===== config.mk =====
export PLATFORM = sky130hd
export DESIGN_NAME = lmsm_sequencer
export DESIGN_NICKNAME = d
export VERILOG_FILES = /design/src/rtl/lmsm_sequencer_pkg.sv /design/src/rtl/lmsm_sequencer_lowest_set_8.sv /design/src/rtl/lmsm_sequencer.sv
export SDC_FILE = /design/constraint.sdc
export NUM_CORES = 1
export LEC_CHECK = 0
export CORE_ASPECT_RATIO = 2
export CORE_MARGIN = 1.5
export CORE_UTILIZATION = 45
export DETAILED_ROUTE_END_ITERATION = 6
export PLACE_DENSITY = 0.77
export SETUP_SLACK_MARGIN = 0.4
export SYNTH_ARGS = -nofsm -noshare
export SYNTH_HDL_FRONTEND = slang
export SYNTH_SLANG_ARGS = --single-unit

===== constraint.sdc =====
create_clock -name clk -period 4.4 [get_ports clk]
set_input_delay 1.1 -clock clk [delete_from_list [all_inputs] [get_ports clk]]
set_output_delay 1.1 -clock clk [all_outputs]
set_load 0.01 [all_outputs]

===== src/rtl/lmsm_sequencer_pkg.sv =====
`default_nettype none
// ============================================================================
// Module   : lmsm_sequencer_pkg
// Brief    : Shared types and constants for the LM/SM register sequencer.
// Revision : 1.0 - initial release
// ============================================================================
package lmsm_sequencer_pkg;

  localparam int DATA_W = 16;   // register / memory data width
  localparam int ADDR_W = 16;   // memory address width
  localparam int NREG   = 8;    // registers in the file
  localparam int IDX_W  = 3;    // register index width

  localparam logic MODE_SM = 1'b0;  // registers -> memory
  localparam logic MODE_LM = 1'b1;  // memory -> registers

  typedef enum logic [2:0] {
    ST_IDLE = 3'd0,
    ST_SCAN = 3'd1,
    ST_MEM  = 3'd2,
    ST_WB   = 3'd3,
    ST_DONE = 3'd4
  } state_e;

endpackage
`default_nettype wire


===== src/rtl/lmsm_sequencer_lowest_set_8.sv =====
`default_nettype none
// ============================================================================
// Module   : lowest_set_8
// Brief    : 8-bit priority encoder; index of the lowest set bit plus a
//            flag for an all-zero vector. Purely combinational.
// Revision : 1.0 - initial release
// ============================================================================
module lowest_set_8
  import lmsm_sequencer_pkg::*;
(
  input  logic [NREG-1:0]  vec_i,
  output logic [IDX_W-1:0] idx_o,
  output logic             none_o
);

  // Walk from the top down so the lowest set bit is the last, winning, assignment.
  always_comb begin
    idx_o  = '0;
    none_o = 1'b1;
    for (int i = NREG - 1; i >= 0; i--) begin
      if (vec_i[i]) begin
        idx_o  = IDX_W'(i);
        none_o = 1'b0;
      end
    end
  end

endmodule
`default_nettype wire


===== src/rtl/lmsm_sequencer.sv =====
`default_nettype none
// ============================================================================
// Module   : lmsm_sequencer
// Brief    : Load-Multiple / Store-Multiple sequencer. Walks a register mask
//            lowest index first, issuing one memory transaction per selected
//            register and driving the register file read/write ports.
// Revision : 1.0 - initial release
// ============================================================================
module lmsm_sequencer
  import lmsm_sequencer_pkg::*;
(
  input  logic              clk,
  input  logic              rst_n,
  input  logic              start_i,
  input  logic              mode_i,
  input  logic [NREG-1:0]   reg_mask_i,
  input  logic [ADDR_W-1:0] base_addr_i,
  output logic              busy_o,
  output logic              done_o,
  output logic              mem_req_o,
  output logic              mem_we_o,
  output logic [ADDR_W-1:0] mem_addr_o,
  output logic [DATA_W-1:0] mem_wdata_o,
  input  logic              mem_ack_i,
  input  logic [DATA_W-1:0] mem_rdata_i,
  output logic [IDX_W-1:0]  rf_read_add_o,
  input  logic [DATA_W-1:0] rf_read_data_i,
  output logic              rf_write_o,
  output logic [IDX_W-1:0]  rf_write_select_o,
  output logic [DATA_W-1:0] rf_write_data_o
);

  state_e            state_q, state_d;
  logic              mode_q;
  logic [NREG-1:0]   mask_q;
  logic [ADDR_W-1:0] addr_q;
  logic [IDX_W-1:0]  idx_q;
  logic [ADDR_W-1:0] mem_addr_q;
  logic              mem_we_q;
  logic [DATA_W-1:0] mem_wdata_q;
  logic [DATA_W-1:0] rf_wdata_q;

  logic [IDX_W-1:0]  w_scan_idx;
  logic              w_mask_empty;

  // Next register to service is always the lowest bit still pending.
  lowest_set_8 u_lowest (
    .vec_i  (mask_q),
    .idx_o  (w_scan_idx),
    .none_o (w_mask_empty)
  );

  // The register file read port follows the pending mask directly.
  assign rf_read_add_o     = w_scan_idx;
  assign mem_addr_o        = mem_addr_q;
  assign mem_we_o          = mem_we_q;
  assign mem_wdata_o       = mem_wdata_q;
  assign rf_write_select_o = idx_q;
  assign rf_write_data_o   = rf_wdata_q;

  // State register.
  always_ff @(posedge clk or negedge rst_n) begin
    if (!rst_n) state_q <= ST_IDLE;
    else        state_q <= state_d;
  end

  // Next-state logic.
  always_comb begin
    state_d = state_q;
    case (state_q)
      ST_IDLE: if (start_i)      state_d = ST_SCAN;
      ST_SCAN: state_d = w_mask_empty ? ST_DONE : ST_MEM;
      ST_MEM:  if (mem_ack_i)    state_d = (mode_q == MODE_LM) ? ST_WB : ST_SCAN;
      ST_WB:   state_d = ST_SCAN;
      ST_DONE: state_d = ST_IDLE;
      default: state_d = ST_IDLE;
    endcase
  end

  // Control outputs decoded from the current state only.
  always_comb begin
    busy_o     = 1'b0;
    done_o     = 1'b0;
    mem_req_o  = 1'b0;
    rf_write_o = 1'b1;
    case (state_q)
      ST_SCAN: busy_o = 1'b1;
      ST_MEM:  begin busy_o = 1'b1; mem_req_o  = 1'b1; end
      ST_WB:   begin busy_o = 1'b1; rf_write_o = 1'b0; end
      ST_DONE: done_o = 1'b1;
      default: ;
    endcase
  end

  // Datapath: operand latch, per-beat transaction registers and mask/address walk.
  always_ff @(posedge clk or negedge rst_n) begin
    if (!rst_n) begin
      mode_q      <= MODE_SM;
      mask_q      <= '0;
      addr_q      <= '0;
      idx_q       <= '0;
      mem_addr_q  <= '0;
      mem_we_q    <= 1'b0;
      mem_wdata_q <= '0;
      rf_wdata_q  <= '0;
    end else begin
      case (state_q)
        ST_IDLE: begin
          if (start_i) begin
            mode_q <= mode_i;
            mask_q <= reg_mask_i;
            addr_q <= base_addr_i;
          end
        end
        ST_SCAN: begin
          if (!w_mask_empty) begin
            idx_q      <= w_scan_idx;
            mem_addr_q <= addr_q;
            mem_we_q   <= ~mode_q;
            // Store data is captured here so it stays stable however long the ack takes.
            if (mode_q == MODE_SM) mem_wdata_q <= rf_read_data_i;
          end
        end
        ST_MEM: begin
          if (mem_ack_i) begin
            if (mode_q == MODE_SM) begin
              mask_q[idx_q] <= 1'b0;
              addr_q        <= addr_q + ADDR_W'(1);
            end else begin
              rf_wdata_q <= mem_rdata_i;
            end
          end
        end
        ST_WB: begin
          mask_q[idx_q] <= 1'b0;
          addr_q        <= addr_q + ADDR_W'(1);
        end
        default: ;
      endcase
    end
  end

endmodule
`default_nettype wire


The metal 3 layer:
Bar = 20 um.
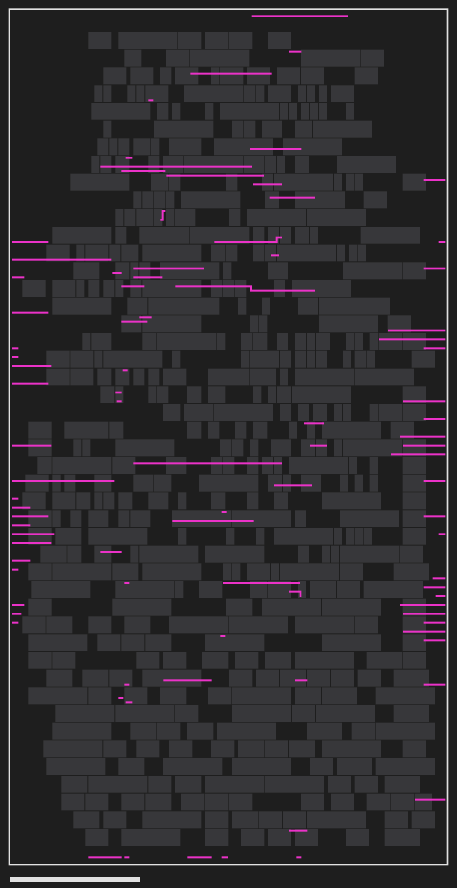
longest straight run	23.0 um
share of all routed wire	4.5%
nets with wire on the layer	67
final wirelength: 9.61 mm
vias post-DR: 3091
grt met3 use: 0.0437

Wiring by layer:
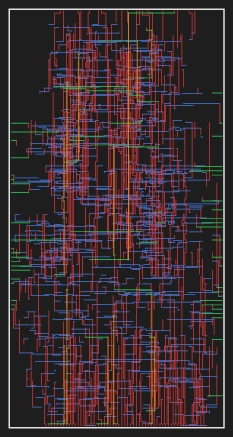
color	layer	wire length
orange	metal 4	442 um
green	metal 3	431 um
blue	metal 1	3430 um
red	metal 2	5300 um
All-Layer GR Usage: 0.230
Routed WL per cell: 17.2 um

Met2 routing:
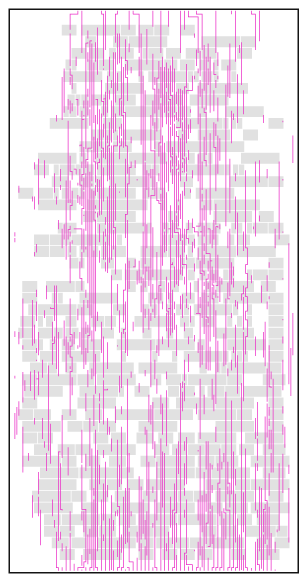
nets with wire on the layer	455
share of all routed wire	55%
main direction	vertical
longest straight run	43.7 um
wire length on this layer	5300 um

==> reports/results.txt <==
Cell Count, Final, Fillers Out = 560
family of cells with the greatest summed delay on the critical path = simple AND/OR/NAND/NOR gates
highest-utilization routing layer at the global route stage = met2
maximum number of pins on one net before global-route repair = 81
CTS Hold Buffers Added = 0
power of the clock network = 0.787 mW
top cell type's share of synthesized area = 0.542
total of plain and repair buffers excluding clock buffers = 121
peak supply drop = 0.412 mV
crit-path max cell delay = 560 ps
hold-critical path endpoint = mem_addr_o[14]
status = finished, final reports clean
dominant logic cell types in the final layout = clkdlybuf4s50_1 (118), dfrtp_1 (80), nand2_1 (76)
part of the cycle the worst path needs = 0.719
detailed-route wire length on metal 1 = 3.43 mm
power drawn by the sequential cells = 1.44 mW
Biggest Area Class = sequential cells
share of synthesized cell area in and-or and or-and compound cells = 0.124
width of the chip = 67.1 um
WP buf/inv = 1
tool warnings = 26
Avg Vias per Cell = 5.52
flip-flop and latch share of the layout cell area = 0.384
TAP cells = 96
Fillers = 667
top cell types by occurrence after synthesis = dfrtp_1 (80), nand2_1 (76), a21oi_1 (29)
RSZ-0062 raised after global routing = false
crit path max fanout = 15
Iter 0 DRT Violations = 190
H-Tree Depth = 3
vias in the first global route = 3055
switch share = 0.368
Synth Area in Simple Gates = 0.180
count of unresolved DRC violations after routing = 0
minimum period implied by the final worst setup slack = 3160 ps
Comb area share = 0.300
design area = 5220 um2
Routing congestion:
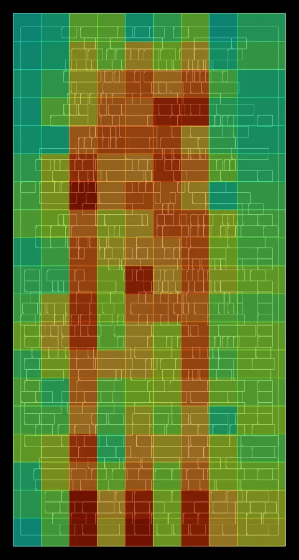
share of the core filled with cells: 0.657
met1 demand-to-capacity share in global routing: 0.255

Clock wires, drivers and flops:
Bar = 20 um.
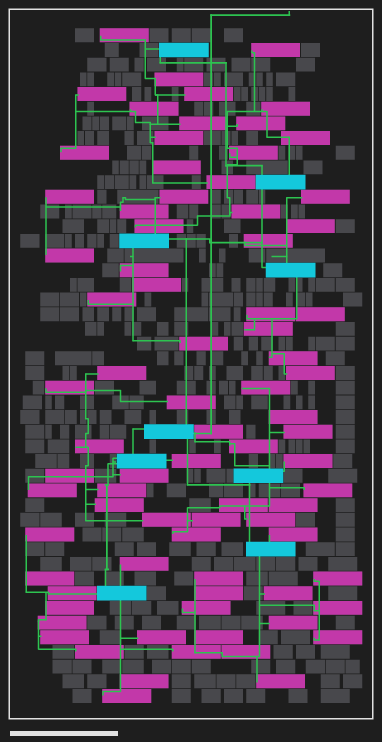
[green] clock wires | length: 1020 um
[cyan] clock drivers | count: 9
[magenta] flip-flops | count: 80
flops lie	spread over the die
routed clock nets	10
clock network latency to the later pin of the worst-skew pair: 330 ps
clock share of power: 0.191
Fin Clk Skew: 5.46 ps

Power is estimated from default activity; no workload was simulated.
